$ cat src/rtl/nx_node_control_fanout.sv
// nx_node_control_fanout: node I/O mapping, input state capture, core trigger
// generation and round-robin outbound signal-state messages with FANOUT
// destination slots per output.
// Optional build macro NX_NODE_LOOPBACK_EN: enabled non-broadcast slots that
// target this node are applied internally as signal updates instead of skipped.
module nx_node_control_fanout #(
   parameter int STREAM_WIDTH   = 32,
   parameter int ADDR_ROW_WIDTH = 4,
   parameter int ADDR_COL_WIDTH = 4,
   parameter int COMMAND_WIDTH  = 2,
   parameter int INPUTS         = 8,
   parameter int OUTPUTS        = 8,
   parameter int FANOUT         = 4,
   parameter int MAX_IO         = (INPUTS > OUTPUTS) ? INPUTS : OUTPUTS
) (
   input  logic                          clk_i,
   input  logic                          rst_i,
   input  logic [ADDR_ROW_WIDTH-1:0]     node_row_i,
   input  logic [ADDR_COL_WIDTH-1:0]     node_col_i,
   input  logic                          trigger_i,
   output logic [STREAM_WIDTH-1:0]       msg_data_o,
   output logic [1:0]                    msg_dir_o,
   output logic                          msg_valid_o,
   input  logic                          msg_ready_i,
   input  logic [$clog2(MAX_IO)-1:0]     map_io_i,
   input  logic                          map_input_i,
   input  logic [ADDR_ROW_WIDTH-1:0]     map_remote_row_i,
   input  logic [ADDR_COL_WIDTH-1:0]     map_remote_col_i,
   input  logic [$clog2(OUTPUTS)-1:0]    map_remote_idx_i,
   input  logic [$clog2(FANOUT)-1:0]     map_slot_i,
   input  logic                          map_enable_i,
   input  logic                          map_broadcast_i,
   input  logic                          map_seq_i,
   input  logic                          map_valid_i,
   input  logic [ADDR_ROW_WIDTH-1:0]     signal_remote_row_i,
   input  logic [ADDR_COL_WIDTH-1:0]     signal_remote_col_i,
   input  logic [$clog2(OUTPUTS)-1:0]    signal_remote_idx_i,
   input  logic                          signal_state_i,
   input  logic                          signal_valid_i,
   output logic                          core_trigger_o,
   output logic [INPUTS-1:0]             core_inputs_o,
   input  logic [OUTPUTS-1:0]            core_outputs_i,
   output logic                          idle_o
);

   localparam int RW     = ADDR_ROW_WIDTH;
   localparam int CW     = ADDR_COL_WIDTH;
   localparam int IO_W   = $clog2(MAX_IO);
   localparam int OI_W   = $clog2(OUTPUTS);
   localparam int SL_W   = $clog2(FANOUT);
   localparam int BODY_W = 2*(RW+CW) + 2 + COMMAND_WIDTH + OI_W;
   localparam int PAD_W  = STREAM_WIDTH - BODY_W;
   localparam logic [COMMAND_WIDTH-1:0] CMD_SIG_STATE = COMMAND_WIDTH'(1);

   typedef enum logic [1:0] {S_IDLE, S_SEND, S_BCAST} state_t;

   // mapping tables
   logic [INPUTS-1:0][RW-1:0]               in_row_q, in_row_d;
   logic [INPUTS-1:0][CW-1:0]               in_col_q, in_col_d;
   logic [INPUTS-1:0][OI_W-1:0]             in_idx_q, in_idx_d;
   logic [INPUTS-1:0]                       in_seq_q, in_seq_d;
   logic [OUTPUTS-1:0][FANOUT-1:0]          out_en_q, out_en_d;
   logic [OUTPUTS-1:0][FANOUT-1:0]          out_bc_q, out_bc_d;
   logic [OUTPUTS-1:0][FANOUT-1:0][RW-1:0]  out_row_q, out_row_d;
   logic [OUTPUTS-1:0][FANOUT-1:0][CW-1:0]  out_col_q, out_col_d;

   // input state
   logic [INPUTS-1:0] curr_q, curr_d, next_q, next_d;
   logic              trig_q, trig_d;

   // output engine
   state_t                  state_q, state_d;
   logic [OI_W-1:0]         rr_q, rr_d, idx_q, idx_d, sel;
   logic [SL_W-1:0]         slot_q, slot_d;
   logic                    snap_q, snap_d;
   logic [OUTPUTS-1:0]      out_last_q, out_last_d, changed;
   logic                    msg_valid_q, msg_valid_d;
   logic [STREAM_WIDTH-1:0] msg_data_q, msg_data_d, msg_word;
   logic [1:0]              msg_dir_q, msg_dir_d, cur_dir;
   logic                    found, adv, lb_fire;

   // internal/external update mux
   logic            upd_valid, upd_state;
   logic [RW-1:0]   upd_row;
   logic [CW-1:0]   upd_col;
   logic [OI_W-1:0] upd_idx;

   // current slot of the output being serviced
   logic          cur_en, cur_bc, cur_own;
   logic [RW-1:0] cur_row;
   logic [CW-1:0] cur_col;

   assign cur_en  = out_en_q[idx_q][slot_q];
   assign cur_bc  = out_bc_q[idx_q][slot_q];
   assign cur_row = out_row_q[idx_q][slot_q];
   assign cur_col = out_col_q[idx_q][slot_q];
   assign cur_own = (cur_row == node_row_i) && (cur_col == node_col_i);
   // row first (N/S), then column (W/E)
   assign cur_dir = (cur_row < node_row_i) ? 2'd0 :
                    (cur_row > node_row_i) ? 2'd2 :
                    (cur_col < node_col_i) ? 2'd3 : 2'd1;
   assign msg_word = STREAM_WIDTH'({cur_bc, cur_row, cur_col, CMD_SIG_STATE,
                                    node_row_i, node_col_i, idx_q, snap_q}) << PAD_W;

   assign changed        = core_outputs_i ^ out_last_q;
   assign idle_o         = (state_q == S_IDLE) && !(|changed);
   assign msg_valid_o    = msg_valid_q;
   assign msg_data_o     = msg_data_q;
   assign msg_dir_o      = msg_dir_q;
   assign core_trigger_o = trig_q;
   assign core_inputs_o  = curr_q;

   assign upd_valid = signal_valid_i | lb_fire;
   assign upd_row   = lb_fire ? node_row_i : signal_remote_row_i;
   assign upd_col   = lb_fire ? node_col_i : signal_remote_col_i;
   assign upd_idx   = lb_fire ? idx_q      : signal_remote_idx_i;
   assign upd_state = lb_fire ? snap_q     : signal_state_i;

   // mapping table writes
   always_comb begin
      in_row_d  = in_row_q;
      in_col_d  = in_col_q;
      in_idx_d  = in_idx_q;
      in_seq_d  = in_seq_q;
      out_en_d  = out_en_q;
      out_bc_d  = out_bc_q;
      out_row_d = out_row_q;
      out_col_d = out_col_q;
      if (map_valid_i) begin
         if (map_input_i) begin
            for (int i = 0; i < INPUTS; i++) begin
               if (map_io_i == IO_W'(i)) begin
                  in_row_d[i] = map_remote_row_i;
                  in_col_d[i] = map_remote_col_i;
                  in_idx_d[i] = map_remote_idx_i;
                  in_seq_d[i] = map_seq_i;
               end
            end
         end else begin
            for (int o = 0; o < OUTPUTS; o++) begin
               if (map_io_i == IO_W'(o)) begin
                  out_en_d[o][map_slot_i]  = map_enable_i;
                  out_bc_d[o][map_slot_i]  = map_broadcast_i;
                  out_row_d[o][map_slot_i] = map_remote_row_i;
                  out_col_d[o][map_slot_i] = map_remote_col_i;
               end
            end
         end
      end
   end

   // input capture: trigger copy first, matching updates override it
   always_comb begin
      curr_d = trigger_i ? next_q : curr_q;
      next_d = next_q;
      if (upd_valid) begin
         for (int i = 0; i < INPUTS; i++) begin
            if ((in_row_q[i] == upd_row) && (in_col_q[i] == upd_col) &&
                (in_idx_q[i] == upd_idx)) begin
               next_d[i] = upd_state;
               if (!in_seq_q[i]) curr_d[i] = upd_state;
            end
         end
      end
      trig_d = |(curr_d ^ curr_q);
   end

   // output engine next-state and message registers
   always_comb begin
      state_d     = state_q;
      rr_d        = rr_q;
      idx_d       = idx_q;
      slot_d      = slot_q;
      snap_d      = snap_q;
      out_last_d  = out_last_q;
      msg_valid_d = msg_valid_q;
      msg_data_d  = msg_data_q;
      msg_dir_d   = msg_dir_q;
      found       = 1'b0;
      sel         = '0;
      adv         = 1'b0;
      lb_fire     = 1'b0;
      case (state_q)
         S_IDLE: begin
            for (int k = 0; k < OUTPUTS; k++) begin
               if (!found && changed[rr_q + OI_W'(k)]) begin
                  found = 1'b1;
                  sel   = rr_q + OI_W'(k);
               end
            end
            if (found) begin
               snap_d          = core_outputs_i[sel];
               out_last_d[sel] = core_outputs_i[sel];
               rr_d            = sel + OI_W'(1);
               idx_d           = sel;
               slot_d          = '0;
               state_d         = S_SEND;
            end
         end
         S_SEND: begin
            if (msg_valid_q) begin
               if (msg_ready_i) begin
                  msg_valid_d = 1'b0;
                  adv         = 1'b1;
               end
            end else if (!cur_en) begin
               adv = 1'b1;
            end else if (cur_bc) begin
               msg_data_d  = msg_word;
               msg_dir_d   = 2'd0;
               msg_valid_d = 1'b1;
               state_d     = S_BCAST;
            end else if (cur_own) begin
`ifdef NX_NODE_LOOPBACK_EN
               // external update wins this cycle; retry next cycle
               if (!signal_valid_i) begin
                  lb_fire = 1'b1;
                  adv     = 1'b1;
               end
`else
               adv = 1'b1;
`endif
            end else begin
               msg_data_d  = msg_word;
               msg_dir_d   = cur_dir;
               msg_valid_d = 1'b1;
            end
         end
         S_BCAST: begin
            if (msg_ready_i) begin
               if (msg_dir_q == 2'd3) begin
                  msg_valid_d = 1'b0;
                  adv         = 1'b1;
               end else begin
                  msg_dir_d = msg_dir_q + 2'd1;
               end
            end
         end
         default: state_d = S_IDLE;
      endcase
      if (adv) begin
         if (slot_q == SL_W'(FANOUT-1)) begin
            state_d = S_IDLE;
         end else begin
            slot_d  = slot_q + SL_W'(1);
            state_d = S_SEND;
         end
      end
   end

   // state registers
   always_ff @(posedge clk_i) begin
      if (rst_i) begin
         in_row_q    <= '0;
         in_col_q    <= '0;
         in_idx_q    <= '0;
         in_seq_q    <= '0;
         out_en_q    <= '0;
         out_bc_q    <= '0;
         out_row_q   <= '0;
         out_col_q   <= '0;
         curr_q      <= '0;
         next_q      <= '0;
         trig_q      <= 1'b0;
         state_q     <= S_IDLE;
         rr_q        <= '0;
         idx_q       <= '0;
         slot_q      <= '0;
         snap_q      <= 1'b0;
         out_last_q  <= '0;
         msg_valid_q <= 1'b0;
         msg_data_q  <= '0;
         msg_dir_q   <= '0;
      end else begin
         in_row_q    <= in_row_d;
         in_col_q    <= in_col_d;
         in_idx_q    <= in_idx_d;
         in_seq_q    <= in_seq_d;
         out_en_q    <= out_en_d;
         out_bc_q    <= out_bc_d;
         out_row_q   <= out_row_d;
         out_col_q   <= out_col_d;
         curr_q      <= curr_d;
         next_q      <= next_d;
         trig_q      <= trig_d;
         state_q     <= state_d;
         rr_q        <= rr_d;
         idx_q       <= idx_d;
         slot_q      <= slot_d;
         snap_q      <= snap_d;
         out_last_q  <= out_last_d;
         msg_valid_q <= msg_valid_d;
         msg_data_q  <= msg_data_d;
         msg_dir_q   <= msg_dir_d;
      end
   end

endmodule

$ cat config.mk
export PLATFORM = sky130hd
export DESIGN_NAME = nx_node_control_fanout
export DESIGN_NICKNAME = d
export VERILOG_FILES = /design/src/rtl/nx_node_control_fanout.sv
export SDC_FILE = /design/constraint.sdc
export NUM_CORES = 1
export LEC_CHECK = 0
export ABC_AREA = 1
export CELL_PAD_IN_SITES_DETAIL_PLACEMENT = 1
export CELL_PAD_IN_SITES_GLOBAL_PLACEMENT = 1
export CORE_UTILIZATION = 25
export DETAILED_ROUTE_END_ITERATION = 7
export HOLD_SLACK_MARGIN = 0.12
export PLACE_DENSITY_LB_ADDON = 0.1
export SYNTH_ARGS = -nofsm -noshare
export SYNTH_HDL_FRONTEND = slang
export SYNTH_SLANG_ARGS = --single-unit
export TNS_END_PERCENT = 100
$ cat constraint.sdc
create_clock -name clk_i -period 3.8 [get_ports clk_i]
set_clock_uncertainty 0.2 [all_clocks]
set_input_delay 0.57 -clock clk_i [delete_from_list [all_inputs] [get_ports clk_i]]
set_output_delay 0.57 -clock clk_i [all_outputs]
set_load 0.05 [all_outputs]
### Signal wires by layer, run 1

Drawn at 1 px/um.
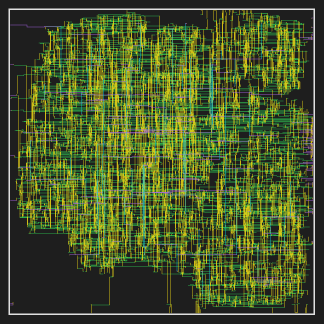
color	layer	wire length
cyan	metal 4	2,440 um
green	metal 1	46.6 mm
yellow	metal 2	43.2 mm
purple	metal 3	2,910 um

### M3 wires, run 1

Drawn at 1.5 px/um.
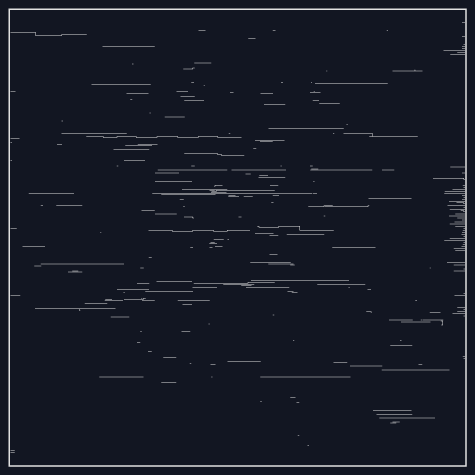
nets with wire on the layer	154
wire length on this layer	2,910 um
share of all routed wire	3.1%
longest straight run	106 um
main direction	horizontal

==> results.sh, run 1 <==
# source this file to load flow results
export IMPL_outcome="finished clean"
export IMPL_first_pass_iters=5
export IMPL_required_ns=3.03
export IMPL_holdPathStages=3
export IMPL_hold_path_class="input port to flop"
export IMPL_fp_util=0.2526
export IMPL_drive_gt1_frac=0.1002
export IMPL_reg_top3="out_col_q: 128 flops, out_row_q: 128 flops"
export IMPL_period_used=0.9533
export IMPL_clockRootBuffer="clkbuf_16"
export IMPL_peakVddDrop_mv=0.3952
export IMPL_ys_area_mm2=0.02273
export IMPL_insertion_delay_ns=0.67
export IMPL_htree_num_levels=2
export IMPL_netlist_instances=3268
export IMPL_nNetsFinal=3386
export IMPL_rsz0062_at_grt="yes"
export IMPL_wl_per_cell_um=20.96
export IMPL_cts_tree="built"
export IMPL_min_from="map_remote_row_i[1]"
export IMPL_port_buffers=88
export IMPL_lay_top_count="nor2_1"
export IMPL_cap_violations=0
export IMPL_syn_area_mm2=0.02273
export IMPL_worst_setup_path_end_kind="output port"
export IMPL_place_gp_congestion=0.8321
export IMPL_finalMaxSlewViolations=0
export IMPL_grt_use_total=0.2040
export IMPL_path_clk_slew_ns=0.05
export IMPL_antenna_found_initial=1
export IMPL_core_mm2=0.09001
export IMPL_fin_crit_ns=3.623
export IMPL_worst_slack_ns=0.1774
### Clock network drawn from the DEF, run 1

Drawn at 1.5 px/um.
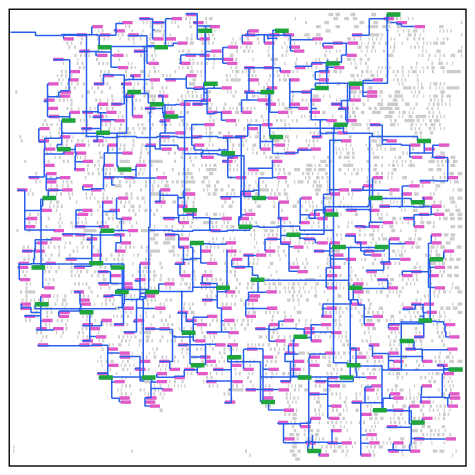
[magenta] flip-flops | count: 477
[blue] clock wires | length: 8,190 um
[green] clock drivers | count: 60
flops lie	widely spread
routed clock nets	61

### Clock wiring as the flow saved it, run 1

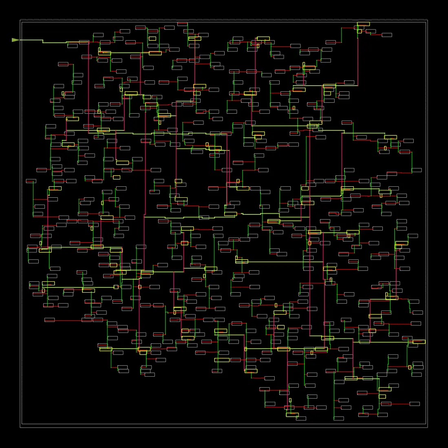
P_clk: 5.66 mW
Clock buffer cells: 97
FF+latch count: 477
CTS Buf Count: 60

run 1: layout make-up:
cell class	count	area [um^2]	area share
tap	1176	1471	0.05368
timing repair buffer	226	2157	0.07870
clock buffer	97	1790	0.06532
multi-input combinational	2227	11080	0.4041
clock inverter	13	123.9	0.004519
sequential	477	9558	0.3487
inverter	322	1227	0.04478
antenna	2	5.005	0.0001826
run 1: how the worst max path moves through the flow:
stage               cells past startpoint  startpoint             end
floorplan                              14     rr_q[0]          idle_o
global placement                       15    idx_q[1]  msg_data_o[30]
detailed placement                     15    idx_q[1]  msg_data_o[30]
CTS                                    15     rr_q[0]          idle_o
global route                           21    idx_q[0]      state_q[0]
finish                                 15     rr_q[1]          idle_o
run 1: per-layer routing:
layer / share of wire / vias to the layer above / global-route usage
met5: 0 / - / 0
met4: 0.026 / 0 / 0.06048
met3: 0.031 / 123 / 0.02035
met2: 0.45 / 354 / 0.3291
met1: 0.49 / 10950 / 0.2859
li1: - / 10870 / -
run 1: cells by family (layout without fill, tap and decap cells):
| group | Yosys count | in the layout | share of synthesized area |
|---|---|---|---|
| mux | 7 | 7 | 0.003082 |
| xor+xnor | 45 | 45 | 0.01882 |
| flops | 477 | 477 | 0.4200 |
| simple gates | 1097 | 1097 | 0.2046 |
| other cells | 1 | 12 | 0.0001649 |
| fa+ha+maj | 18 | 18 | 0.009907 |
| compound gates | 1050 | 1050 | 0.2428 |
| buf+inv | 573 | 658 | 0.1006 |
run 1: per-stage QoR:
stage,area (um^2),instances,setup TNS (ns),power (mW),utilization
finish,27410,4540,0,17.97,0.3045
global placement,25250,4425,-1.455,12.13,0.2805
global route,27410,4538,-0.01434,18.98,0.3045
CTS,27190,4535,0,18.00,0.3021
floorplan,22770,3277,0,9.474,-
detailed placement,25250,4425,-3.261,12.19,0.2805
run 1: critical path: stages, from the launching register on:
cell and delay [ns]:
dfxtp_1 0.34, inv_2 0.06, ha_4 0.33, buf_4 0.14
nand3_1 0.09, nand3_1 0.14, nand2_2 0.09, nor2_4 0.15
nand4_4 0.12, nor2_8 0.10, nand2_1 0.08, nor2_4 0.15
inv_1 0.05, nor2_1 0.09, buf_4 0.14, buf_12 0.13
run 1: repair_timing:
action,CTS,global route
buffers inserted,0,1
cloned,0,2
pin swaps,0,5
hold buffers,0,0
setup endpoints to repair,30,30
gates resized,5,37
run 1: cells in the mapped netlist, types with 15 or more instances:
cell	number	area share
a21oi_1	349	0.077
buf_2	27	0.0059
buf_4	20	0.0066
clkbuf_1	199	0.033
clkinv_1	22	0.0036
dfxtp_1	477	0.42
ha_1	18	0.0099
inv_1	286	0.047
nand2_1	241	0.040
nand3_1	136	0.030
nand4_1	21	0.0058
nor2_1	620	0.10
nor3_1	24	0.0053
o21ai_0	598	0.13
o21ai_1	22	0.0048
o221ai_1	32	0.012
xnor2_1	15	0.0058
xor2_1	27	0.010
run 1: power breakdown:
group          internal (mW)  leakage (nW)  switching (mW)
Clock                   3.27         0.944            2.38
Sequential              5.21          3.85           0.157
Combinational           2.19          5.78            4.77
--- run 2 (diff from run 1) ---
--- a/config.mk
+++ b/config.mk
@@ -10,6 +10,7 @@
 export CELL_PAD_IN_SITES_GLOBAL_PLACEMENT = 1
 export CORE_UTILIZATION = 25
 export DETAILED_ROUTE_END_ITERATION = 7
+export GPL_TIMING_DRIVEN = 0
 export HOLD_SLACK_MARGIN = 0.12
 export PLACE_DENSITY_LB_ADDON = 0.1
 export SYNTH_ARGS = -nofsm -noshare
==> results.sh, run 2 <==
# source this file to load flow results
export IMPL_port_buffers=69
export IMPL_syn_area_mm2=0.02273
export IMPL_finalMaxSlewViolations=0
export IMPL_holdPathStages=3
export IMPL_cts_made_buffers=61
export IMPL_core_mm2=0.09001
export IMPL_period_used=0.9778
export IMPL_fin_tns_setup_ns=0
export IMPL_cap_violations=0
export IMPL_wl_met1_um=55420
export IMPL_fp_util=0.2526
export IMPL_synth_top_area_share=0.4200
export IMPL_place_gp_congestion=0.9188
export IMPL_lay_top_count="nor2_1"
export IMPL_wl_met2_um=55510
export IMPL_reg_top3="out_col_q: 128 flops, out_row_q: 128 flops"
export IMPL_total_power_mw=19.30
export IMPL_top_cells_by_area="dfxtp_1, o21ai_0, nor2_1"
export IMPL_top_cell="nor2_1"
export IMPL_antenna_found_initial=9
export IMPL_top_layer_used="met5"
export IMPL_peakVddDrop_mv=0.2928
export IMPL_ctsHoldBuffers=0
export IMPL_clockRootBuffer="clkbuf_16"
export IMPL_rsz0062_at_grt="yes"
export IMPL_final_util=0.3104
export IMPL_worst_setup_path_end_kind="flop"
export IMPL_nNetsFinal=3500
export IMPL_outcome="finished clean"
==> run 2: cell types whose count changed in the layout (fill, tap and decap cells not counted), moves of 8 or more <==
cell,before,now
clkbuf_4,0,13
o221ai_1,29,19
clkbuf_1,22,178
o221ai_2,3,13
clkbuf_2,0,8
clkdlybuf4s50_1,76,68
buf_6,4,13
nand2_1,241,233
buf_4,114,38
o21ai_1,28,37
clkinv_2,9,19
o21ai_0,591,565
o21ai_2,4,20
==> run 2: per-stage QoR <==
step | hold WS, ns | area (um^2) | setup WS (ns) | instances
detailed placement | 0.2353 | 24930 | -2.090 | 4522
floorplan | 0.2202 | 22770 | 0.3845 | 3277
CTS | 0.1879 | 27700 | 0.003978 | 4648
finish | 0.2062 | 27940 | 0.08419 | 4654
global placement | 0.2320 | 24930 | -2.090 | 4522
global route | 0.2324 | 27940 | -0.02523 | 4653
==> run 2: area by class of cell <==
type | instances | area (um^2)
Clock inverter | 25 | 250.2
Fill cell | 11090 | 62070
Buffer | 246 | 1449
Inverter | 322 | 1229
Tap cell | 1176 | 1471
Multi-Input combinational cell | 2227 | 11340
Clock buffer | 87 | 1754
Timing Repair Buffer | 93 | 892.1
Sequential cell | 477 | 9554
Antenna cell | 1 | 2.502
==> run 2: kinds of logic after synthesis <==
family	synth area share
xor gates and xnor gates	0.01882
adders and majority gates	0.009907
DFF	0.4200
and+or+nand+nor	0.2046
other	0.0001649
muxes	0.003082
buffers and inverters	0.1006
AOI/OAI and AO/OA	0.2428
==> run 2: how the worst max path moves through the flow <==
| stage | startpoint | endpoint | slack (ns) | depth (start not counted) |
|---|---|---|---|---|
| 6_report | slot_q[1] | msg_data_o[16] | 0.08 | 14 |
| 5_1_grt | idx_q[0] | state_q[0] | -0.03 | 23 |
| 3_5_place_dp | idx_q[1] | msg_data_o[17] | -2.09 | 17 |
| 2_1_floorplan | rr_q[0] | idle_o | 0.38 | 14 |
| 4_1_cts | rr_q[0] | idle_o | 0.004 | 15 |
| 3_3_place_gp | idx_q[1] | msg_data_o[17] | -2.09 | 17 |
==> run 2: layer usage <==
| metal | vias to the layer above | global-route usage |
|---|---|---|
| met5 | - | 0 |
| met2 | 732 | 0.4255 |
| li1 | 11120 | - |
| met3 | 175 | 0.03234 |
| met1 | 12130 | 0.3497 |
| met4 | 2 | 0.08857 |
==> run 2: power by group <==
group	internal (mW)	leakage [nW]	switching (mW)
clock network	3.46	1.00	2.46
registers	5.20	3.85	0.157
logic	2.49	5.78	5.53
total	11.2	10.6	8.14
==> run 2: worst max-delay path, stage by stage (launching register included) <==
cell and delay, ns:
dfxtp_1 0.32, clkbuf_2 0.31, inv_1 0.21, clkbuf_1 0.71, a31oi_1 0.19, a32oi_4 0.40
ha_1 0.33, nand3_2 0.12, o2111ai_2 0.13, nand2_1 0.13, nand2_2 0.09, inv_4 0.11
buf_8 0.16, o21ai_1 0.07, a21oi_1 0.15
==> run 2: what timing repair did <==
action | in CTS | in global routing
gates cloned | 0 | 0
endpoints found under the setup margin | 30 | 39
pin swaps | 15 | 19
gates resized | 205 | 67
setup buffers | 18 | 6
### Clock wiring as the flow saved it, run 2

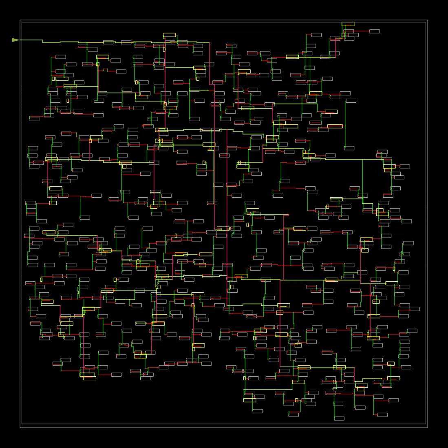
Clock buffer cells: 87
TritonCTS Sinks: 477
P_clk: 5.93 mW

### Signal wires by layer, run 2

Drawn at 1 px/um.
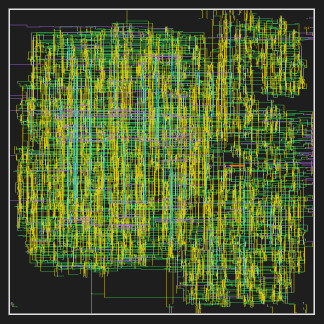
color	layer	wire length
green	metal 1	55.4 mm
purple	metal 3	6,140 um
cyan	metal 4	4,070 um
orange	metal 5	13.8 um
yellow	metal 2	55.5 mm
GRT Total Usage: 0.2595
drt wl/cell: 26.03 um
vias: 24,150

Power figures rest on the tool's default switching activity, not on a simulated workload.
